--- config.mk ---
export PLATFORM = sky130hd
export DESIGN_NAME = fifo_write_ctrl
export DESIGN_NICKNAME = d
export VERILOG_FILES = /design/src/rtl/fifo_pkg.sv /design/src/rtl/fifo_gray2bin.sv /design/src/rtl/fifo_write_ctrl.sv
export SDC_FILE = /design/constraint.sdc
export NUM_CORES = 1
export LEC_CHECK = 0
export CORE_MARGIN = 1.5
export CORE_UTILIZATION = 25
export DETAILED_ROUTE_END_ITERATION = 6
export GPL_TIMING_DRIVEN = 0
export MAX_ROUTING_LAYER = met4
export PLACE_DENSITY_LB_ADDON = 0.12
export SLEW_MARGIN = 20
export SYNTH_ARGS = -nofsm -noshare
export SYNTH_HDL_FRONTEND = slang
export SYNTH_SLANG_ARGS = --single-unit
--- constraint.sdc ---
create_clock -name wclk -period 2.7 [get_ports wclk]
set_input_delay 0.54 -clock wclk [delete_from_list [all_inputs] [get_ports wclk]]
set_output_delay 0.54 -clock wclk [all_outputs]
set_load 0.1 [all_outputs]
--- src/rtl/fifo_pkg.sv ---
// rtl/fifo_pkg.sv - shared pointer widths and Gray/binary helpers for the async FIFO
package fifo_pkg;

    localparam int FIFO_ADDR_WIDTH = 3;
    localparam int FIFO_PTR_WIDTH  = FIFO_ADDR_WIDTH + 1;

    function automatic logic [31:0] bin2gray(input logic [31:0] bin, input int width);
        logic [31:0] gray;
        gray = bin ^ (bin >> 1);
        for (int i = 0; i < 32; i++) begin
            if (i >= width) gray[i] = 1'b0;
        end
        return gray;
    endfunction

    function automatic logic [31:0] gray2bin(input logic [31:0] gray, input int width);
        logic [31:0] bin;
        logic        acc;
        bin = '0;
        acc = 1'b0;
        for (int i = 31; i >= 0; i--) begin
            if (i < width) begin
                acc    = acc ^ gray[i];
                bin[i] = acc;
            end
        end
        return bin;
    endfunction

endpackage

--- src/rtl/fifo_gray2bin.sv ---
// rtl/fifo_gray2bin.sv - combinational Gray-to-binary converter (XOR prefix from the MSB)
module fifo_gray2bin
    import fifo_pkg::*;
#(
    parameter int W = FIFO_PTR_WIDTH
) (
    input  logic [W-1:0] i_gray,
    output logic [W-1:0] o_bin
);

    for (genvar i = 0; i < W; i++) begin : g_bit
        assign o_bin[i] = ^i_gray[W-1:i];
    end

endmodule

--- src/rtl/fifo_write_ctrl.sv ---
// rtl/fifo_write_ctrl.sv - write-domain pointer, full/almost-full/count flags of the async FIFO
// Optional sticky overflow flag built only when FIFO_WR_OVERFLOW_EN is defined.
module fifo_write_ctrl
    import fifo_pkg::*;
#(
    parameter int ADDR_WIDTH  = FIFO_ADDR_WIDTH,
    parameter int AFULL_LEVEL = 6
) (
    input  logic                  wclk,
    input  logic                  wrst_n,
    input  logic                  winc,
    input  logic [ADDR_WIDTH:0]   wq2_rptr,
    input  logic                  wovf_clr,
    output logic                  wen,
    output logic [ADDR_WIDTH-1:0] waddr,
    output logic [ADDR_WIDTH:0]   wptr,
    output logic                  wfull,
    output logic                  walmost_full,
    output logic [ADDR_WIDTH:0]   wcount,
    output logic                  woverflow
);

    localparam int                PW        = ADDR_WIDTH + 1;
    localparam logic [PW-1:0]     AFULL_THR = PW'(AFULL_LEVEL);

    logic [PW-1:0] r_wbin;
    logic [PW-1:0] r_wptr;
    logic          r_wfull;
    logic          r_walmost_full;
    logic [PW-1:0] r_wcount;

    logic          w_inc;
    logic [PW-1:0] w_wbin_next;
    logic [PW-1:0] w_wgray_next;
    logic [PW-1:0] w_rbin_sync;
    logic [PW-1:0] w_full_ptr;
    logic [PW-1:0] w_count_next;

    fifo_gray2bin #(.W(PW)) u_rptr_g2b (
        .i_gray (wq2_rptr),
        .o_bin  (w_rbin_sync)
    );

    assign w_inc        = winc & ~r_wfull;
    assign w_wbin_next  = r_wbin + {{ADDR_WIDTH{1'b0}}, w_inc};
    assign w_wgray_next = PW'(bin2gray(32'(w_wbin_next), PW));
    // Full when the write pointer is exactly one lap ahead: top two Gray bits inverted.
    assign w_full_ptr   = {~wq2_rptr[ADDR_WIDTH:ADDR_WIDTH-1], wq2_rptr[ADDR_WIDTH-2:0]};
    assign w_count_next = w_wbin_next - w_rbin_sync;

    always_ff @(posedge wclk or negedge wrst_n) begin
        if (!wrst_n) begin
            r_wbin         <= '0;
            r_wptr         <= '0;
            r_wfull        <= 1'b0;
            r_walmost_full <= 1'b0;
            r_wcount       <= '0;
        end else begin
            r_wbin         <= w_wbin_next;
            r_wptr         <= w_wgray_next;
            r_wfull        <= (w_wgray_next == w_full_ptr);
            r_walmost_full <= (w_count_next >= AFULL_THR);
            r_wcount       <= w_count_next;
        end
    end

`ifdef FIFO_WR_OVERFLOW_EN
    logic r_woverflow;

    // A fresh overflow takes priority over a clear in the same cycle.
    always_ff @(posedge wclk or negedge wrst_n) begin
        if (!wrst_n) begin
            r_woverflow <= 1'b0;
        end else if (winc && r_wfull) begin
            r_woverflow <= 1'b1;
        end else if (wovf_clr) begin
            r_woverflow <= 1'b0;
        end
    end

    assign woverflow = r_woverflow;
`else
    logic w_unused_ovf_clr;

    assign w_unused_ovf_clr = wovf_clr;
    assign woverflow        = 1'b0;
`endif

    assign wen          = w_inc;
    assign waddr        = r_wbin[ADDR_WIDTH-1:0];
    assign wptr         = r_wptr;
    assign wfull        = r_wfull;
    assign walmost_full = r_walmost_full;
    assign wcount       = r_wcount;

endmodule

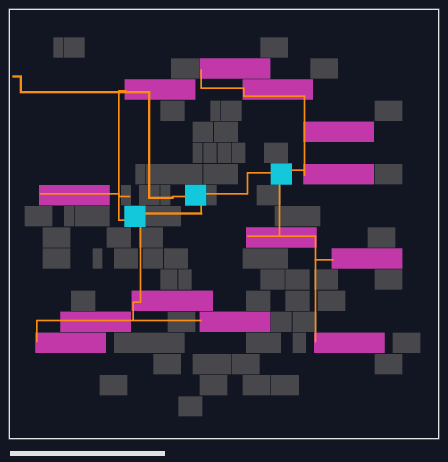
*Clock network drawn from the DEF, run 1*
Bar = 20 um.
magenta -> flip-flops  # count 13
cyan -> clock-net drivers  # count 3
orange -> clock wires  # length 193 um
routed clock nets = 4
clock insertion delay at the later pin of the skew report: 0.27 ns
Setup Skew: 0.000855 ns

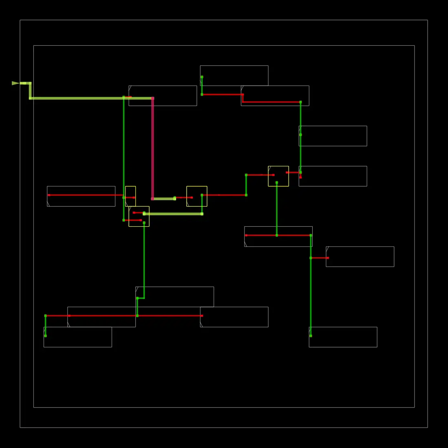
*Clock nets, run 1*
Num Clock Sinks: 13
number of buffers created by CTS: 3
count of clock buffers in the final design: 4

==> reports/metrics.sh, run 1 <==
GRT_REMAINING_OVERFLOW=0
HOLDBUFCOUNTCTS=0
FINALHOLDVIOLCOUNT=0
CP_MAX_FO=2
CRITICAL-PATH-SLOWEST-CELL='sky130_fd_sc_hd__dlygate4sd2_1'
GRT_ANTENNA_BEFORE_REPAIR=0
YS_SEQ_FRAC=0.479
SYNTH.AREA.TOP_CELLS='sky130_fd_sc_hd__dfrtp_1 (48%), sky130_fd_sc_hd__xnor2_1 (10%), sky130_fd_sc_hd__ha_1 (9.2%)'
GRT_FIRST_PASS_WIRELENGTH_UM=1930
OUTCOME='complete, no violations'
STD_CELL_ROWS=18
DRT.ANTENNA.VIOLATING_NETS=0
FLOORPLAN.NETS=71
WORST_PIN_SLEW_NS=0.968
GRT_PASS1_VIAS=433
NETS=97
REMAINING_MAX_SLEW_BUDGET_AT_THE_TIGHTEST_PIN=0.352
POST-SYNTH-TOP-COUNT-CELL='sky130_fd_sc_hd__dfrtp_1'
TOP_CELLS_BY_COUNT='sky130_fd_sc_hd__dfrtp_1 (13), sky130_fd_sc_hd__xnor2_1 (8), sky130_fd_sc_hd__inv_1 (7), sky130_fd_sc_hd__xor2_1 (7), sky130_fd_sc_hd__ha_1 (5)'
LAYOUT_WORST_PATH_CYCLE_SHARE=0.947
LAYOUT.CELLS.MOST_COMMON_LIST='sky130_fd_sc_hd__clkdlybuf4s50_1 (19), sky130_fd_sc_hd__dfrtp_1 (12), sky130_fd_sc_hd__xnor2_1 (7), sky130_fd_sc_hd__xor2_1 (7), sky130_fd_sc_hd__inv_1 (7)'
MOST_NUMEROUS_LOGIC_CELL_AFTER_LAYOUT='sky130_fd_sc_hd__clkdlybuf4s50_1'
SETUP_VIOLATIONS=0
FF2FF_SETUP_SLACK_NS=0.55
WORSTPATHBUFFERINVERTERCOUNT=2
CLOCK.FMAX_MHz=391
ARRIVAL_TIME_REPORTED_FOR_THE_CRITICAL_PATH_ENDPOINT_NS=2.02
SYNTH.DISTINCT_CELLS=20
WORST_HOLD_STARTPOINT='r_wbin[3]'
YS.WARNINGS.COUNT=0
CLOCK_TREE.ROOT_CELL='sky130_fd_sc_hd__clkbuf_4'
SYNTHARSTFLOPSHARE=1.00
CTS.PATH.MAX_BUFFERS=2
RSZ0062_AT_GRT='no'
DESIGN.DIE.AREA_SQ_MM=0.00304
COREAREA_SQ_MM=0.00252
POST_ROUTE_CELLS_DRIVE_ABOVE_1_SHARE=0.122
VIA_PER_INST=4.23
DRT_FIRST_PASS_ITERS=2
YOSYS-STAT-AREA_SQ_UM=679
RR_STARTPOINT='wfull'
GRT_START_MAX_NET_PINS=14
DR.FIRST_ITER.DRC_COUNT=1
WIRELENGTH_MET1_UM=543
CRITICAL_PATH.ENDPOINT='wen'
WIRE_LENGTH_ON_MET2_UM=534
CRITICAL_PATH.STARTPOINT='winc'
INITIAL_UTILIZATION=0.269
FILLCELLCOUNT=267
MAPPEDNETLISTAREA_SQ_UM=679
WORST-SETUP-PATH-TYPE='input pin to output pin'
NUMBER_OF_FLOPS_MAPPED_TO_ENABLE_CELLS_BY_YOSYS=0
CRIT_PATH_MAX_INCR_DELAY_NS=0.86
START_KIND='input pin'
SYNTH_STAT.CELLS=57
MIN-DELAY-PATH-CLASS='register to register'
TOOL_WARNINGS=27
TIMING.FINAL.MAX_SLEW_VIOLATIONS=0
HORIZ_DIE_DIM_UM=55.1
MIN_DELAY_WORST_ENDPOINT='r_wbin[3]'
MI_LOGIC_AREA_SQ_UM=348
SYNTH_AREA_LEADER_CELL='sky130_fd_sc_hd__dfrtp_1'
PORTBUFFERS=20
REG2REG_TO='walmost_full'
REPLACE_CONGESTION=0.651
HOLDPATHSTAGES=1
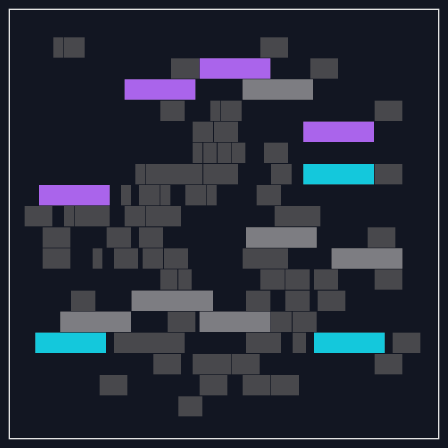
*Where the registers sit, run 1*
Other sequential cells in the stronger grey, the rest of the logic in the fainter grey.
purple -> wcount  # flops 4
cyan -> wptr  # flops 3
not coloured = 6
flop share of the area: 0.335
core utilization of the finished layout: 0.389
register area: 329 sq um

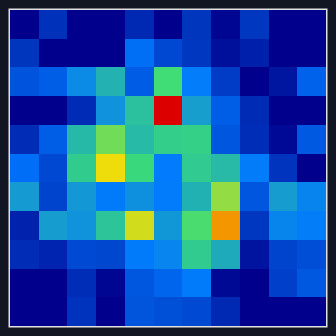
*Wire density map, run 1*
11 x 11 tiles, from dark blue (low) to red (high), scaled to the fullest tile. Values are wire area over tile area, all layers added.
densest ninth of the die = middle
mean over tiles = 0.062
tiles over half the peak = 6.6%
fullest tile = 0.31
average detailed-routed wire length per instance: 10.5 um
Routed WL: 1170 um
via total after detailed routing: 474
overall global routing resource usage: 0.0946

-- run 1: state kept, by name, indices dropped and copies added (netlist names) --
| signal | count |
|---|---|
| r_wbin | 4 |
| wcount | 4 |
| wptr | 3 |
| walmost_full | 1 |
| wfull | 1 |
-- run 1: through the flow --
step,setup WS (ns),setup TNS [ns],instances,area [sq um]
6_report,0.142,0,112,981
5_1_grt,0.0288,0,112,981
3_5_place_dp,-0.189,-0.332,107,941
3_3_place_gp,-0.210,-0.351,107,941
4_1_cts,0.0915,0,111,966
2_1_floorplan,0.00509,0,57,703
-- run 1: cell families (layout without fill, tap and decap cells) --
kind of cell,after synthesis,count (layout),share of synthesized area
xor gates and xnor gates,16,16,0.217
adders and majority gates,6,6,0.122
AOI/OAI and AO/OA,8,8,0.0866
buffers and inverters,8,33,0.0497
and+or+nand+nor,5,5,0.0405
DFF,13,13,0.479
other,1,1,0.00552
-- run 1: repair_timing --
action,CTS,global route
resized,1,1
pin swaps,0,1
setup buffers,0,1
cloned,0,0
setup endpoints to repair,1,1
-- run 1: final cells by class --
type                            count  area share
Buffer                              1     0.00765
Timing Repair Buffer               21       0.210
Clock buffer                        4      0.0268
Tap cell                           30      0.0383
Multi-Input combinational cell     36       0.355
Sequential cell                    13       0.335
Inverter                            7      0.0268
-- run 1: metal layers --
layer	vias up	track usage
li1	233	-
met1	226	0.111
met2	13	0.149
met3	2	0.0403
met4	0	0.0244
met5	-	-
==> inputs of run 2 (changes only) <==
--- a/config.mk
+++ b/config.mk
@@ -9,6 +9,7 @@
 export CORE_UTILIZATION = 25
 export DETAILED_ROUTE_END_ITERATION = 6
 export GPL_TIMING_DRIVEN = 0
+export HOLD_SLACK_MARGIN = 0.15
 export MAX_ROUTING_LAYER = met4
 export PLACE_DENSITY_LB_ADDON = 0.12
 export SLEW_MARGIN = 20
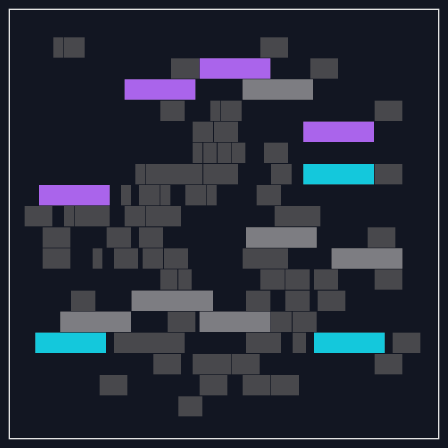
*Where the registers sit, run 2*
Other sequential cells in the stronger grey, the rest of the logic in the fainter grey.
purple -> wcount  # flops 4
cyan -> wptr  # flops 3

==> reports/metrics.sh, run 2 <==
OUTCOME='complete, no violations'
YOSYS-STAT-AREA_SQ_UM=679  # unchanged
HOLDPATHSTAGES=1  # unchanged
SIMPLE_GATE_AREA_FRAC=0.0405  # unchanged
LOGIC_FAMILY='XOR/XNOR gates'
DESIGN.DIE.AREA_SQ_MM=0.00304  # unchanged
YS.WARNINGS.COUNT=0  # unchanged
GRT_FIRST_PASS_WIRELENGTH_UM=1930  # unchanged
REPLACE_CONGESTION=0.651  # unchanged
NUM_VIAS=474  # unchanged
XOR_AREA_FRAC=0.217  # unchanged
FLOORPLAN.NETS=71  # unchanged
MIN-DELAY-PATH-CLASS='register to register'
SYNTH_COMPOUND_GATE_AREA_SHARE=0.0866  # unchanged
MAPPEDNETLISTAREA_SQ_UM=679  # unchanged
SETUP_VIOLATIONS=0  # unchanged
SYNTH.AREA.TOP_CELLS='sky130_fd_sc_hd__dfrtp_1 (48%), sky130_fd_sc_hd__xnor2_1 (10%), sky130_fd_sc_hd__ha_1 (9.2%)'
CTS.SINKS=13  # unchanged
INITIAL_UTILIZATION=0.269  # unchanged
FINALNONFILLERCELLS=112  # unchanged
NETS=97  # unchanged
YS_SEQ_FRAC=0.479  # unchanged
RSZ0062_AT_GRT='no'
SYNTH_AREA_LEADER_CELL='sky130_fd_sc_hd__dfrtp_1'
GRT_PASS1_VIAS=433  # unchanged
RR_STARTPOINT='wfull'
TOP_CELLS_BY_COUNT='sky130_fd_sc_hd__dfrtp_1 (13), sky130_fd_sc_hd__xnor2_1 (8), sky130_fd_sc_hd__inv_1 (7), sky130_fd_sc_hd__xor2_1 (7), sky130_fd_sc_hd__ha_1 (5)'
GRT_REMAINING_OVERFLOW=0  # unchanged
DP_CELLS=107  # unchanged
MOST_NUMEROUS_LOGIC_CELL_AFTER_LAYOUT='sky130_fd_sc_hd__clkdlybuf4s50_1'
FILLCELLCOUNT=267  # unchanged
WORST_PIN_SLEW_NS=0.968  # unchanged
WIRE_PER_INST_UM=10.5  # unchanged
SYNTHMUXAREASHARE=0  # unchanged
LAYOUT.CELLS.MOST_COMMON_LIST='sky130_fd_sc_hd__clkdlybuf4s50_1 (19), sky130_fd_sc_hd__dfrtp_1 (12), sky130_fd_sc_hd__xnor2_1 (7), sky130_fd_sc_hd__xor2_1 (7), sky130_fd_sc_hd__inv_1 (7)'
DR.FIRST_ITER.DRC_COUNT=1  # unchanged
CLOCK_TREE.ROOT_CELL='sky130_fd_sc_hd__clkbuf_4'
CRITICAL_PATH.STARTPOINT='winc'
LAYOUT_WORST_PATH_CYCLE_SHARE=0.947  # unchanged
FIN_UTIL=0.389  # unchanged
CLOCK.FMAX_MHz=391  # unchanged
TIMING.FINAL.MAX_SLEW_VIOLATIONS=0  # unchanged
FINALHOLDVIOLCOUNT=0  # unchanged
CLOCK_SKEW_NS=0.000855  # unchanged
WORST-SETUP-PATH-TYPE='input pin to output pin'
AREA_FRACTION_IN_FULL_ADDERS_HALF_ADDERS_AND_MAJORITY_GATES=0.122  # unchanged
GRT_UTIL_ALL_LAYERS=0.0946  # unchanged
POST_ROUTE_CELLS_DRIVE_ABOVE_1_SHARE=0.122  # unchanged
COREAREA_SQ_MM=0.00252  # unchanged
CTS.PATH.MAX_BUFFERS=2  # unchanged
FINAL.SETUP.TNS_NS=0  # unchanged
PRECTSSETUPSLACK_NS=-0.189  # unchanged
HOLDBUFCOUNTCTS=0  # unchanged
WORST_HOLD_STARTPOINT='r_wbin[3]'
GRT_START_MAX_NET_PINS=14  # unchanged
POST-SYNTH-TOP-COUNT-CELL='sky130_fd_sc_hd__dfrtp_1'
GRT_ANTENNA_BEFORE_REPAIR=0  # unchanged
ARRIVAL_TIME_REPORTED_FOR_THE_CRITICAL_PATH_ENDPOINT_NS=2.02  # about the same
DRT_FIRST_PASS_ITERS=2  # unchanged
START_KIND='input pin'
SYNTH.DISTINCT_CELLS=20  # unchanged
SETUP_SLACK_NS=0.142  # unchanged
TOOL_WARNINGS=27  # unchanged
CP_MAX_FO=2  # unchanged
REMAINING_MAX_SLEW_BUDGET_AT_THE_TIGHTEST_PIN=0.352  # unchanged
==> run 2: cell counts in the layout (fill, tap and decap cells not counted) <==
Identical to the previous run, type by type.
==> run 2: final cells by class <==
type                       instances  area, sq um  share of cell area
clock buffer                       4         26.3              0.0268
inverter                           7         26.3              0.0268
buffer                             1         7.51             0.00765
multi-input combinational         36          348               0.355
sequential                        13          329               0.335
timing repair buffer              21          206               0.210
tap                               30         37.5              0.0383
==> run 2: routing by layer <==
layer | global-route usage | vias to the layer above | share of wire
li1 | - | 233 | -
met1 | 0.111 | 226 | 0.46
met2 | 0.149 | 13 | 0.46
met3 | 0.0403 | 2 | 0.070
met4 | 0.0244 | 0 | 0.011
met5 | - | - | 0
==> run 2: path summary, 6_finish.rpt <==
check                          endpoint  slack [ns]
setup reg to reg           walmost_full        0.55
min in group asynchronous       wptr[2]        0.64
max in group asynchronous         wfull        1.61
hold / removal                r_wbin[3]        0.55
setup / recovery                    wen        0.14
hold reg to reg               r_wbin[3]        0.55
==> run 2: timing repair <==
action,in CTS,in global routing
pin swaps,0,1
resized,1,1
endpoints found under the setup margin,1,1
hold endpoints to repair,0,0
buffers inserted,0,1
==> run 2: worst max-delay path, stage by stage <==
cell and delay (ns):
sky130_fd_sc_hd__clkdlybuf4s50_1 0.46, sky130_fd_sc_hd__nor2b_4 0.16, sky130_fd_sc_hd__dlygate4sd2_1 0.86
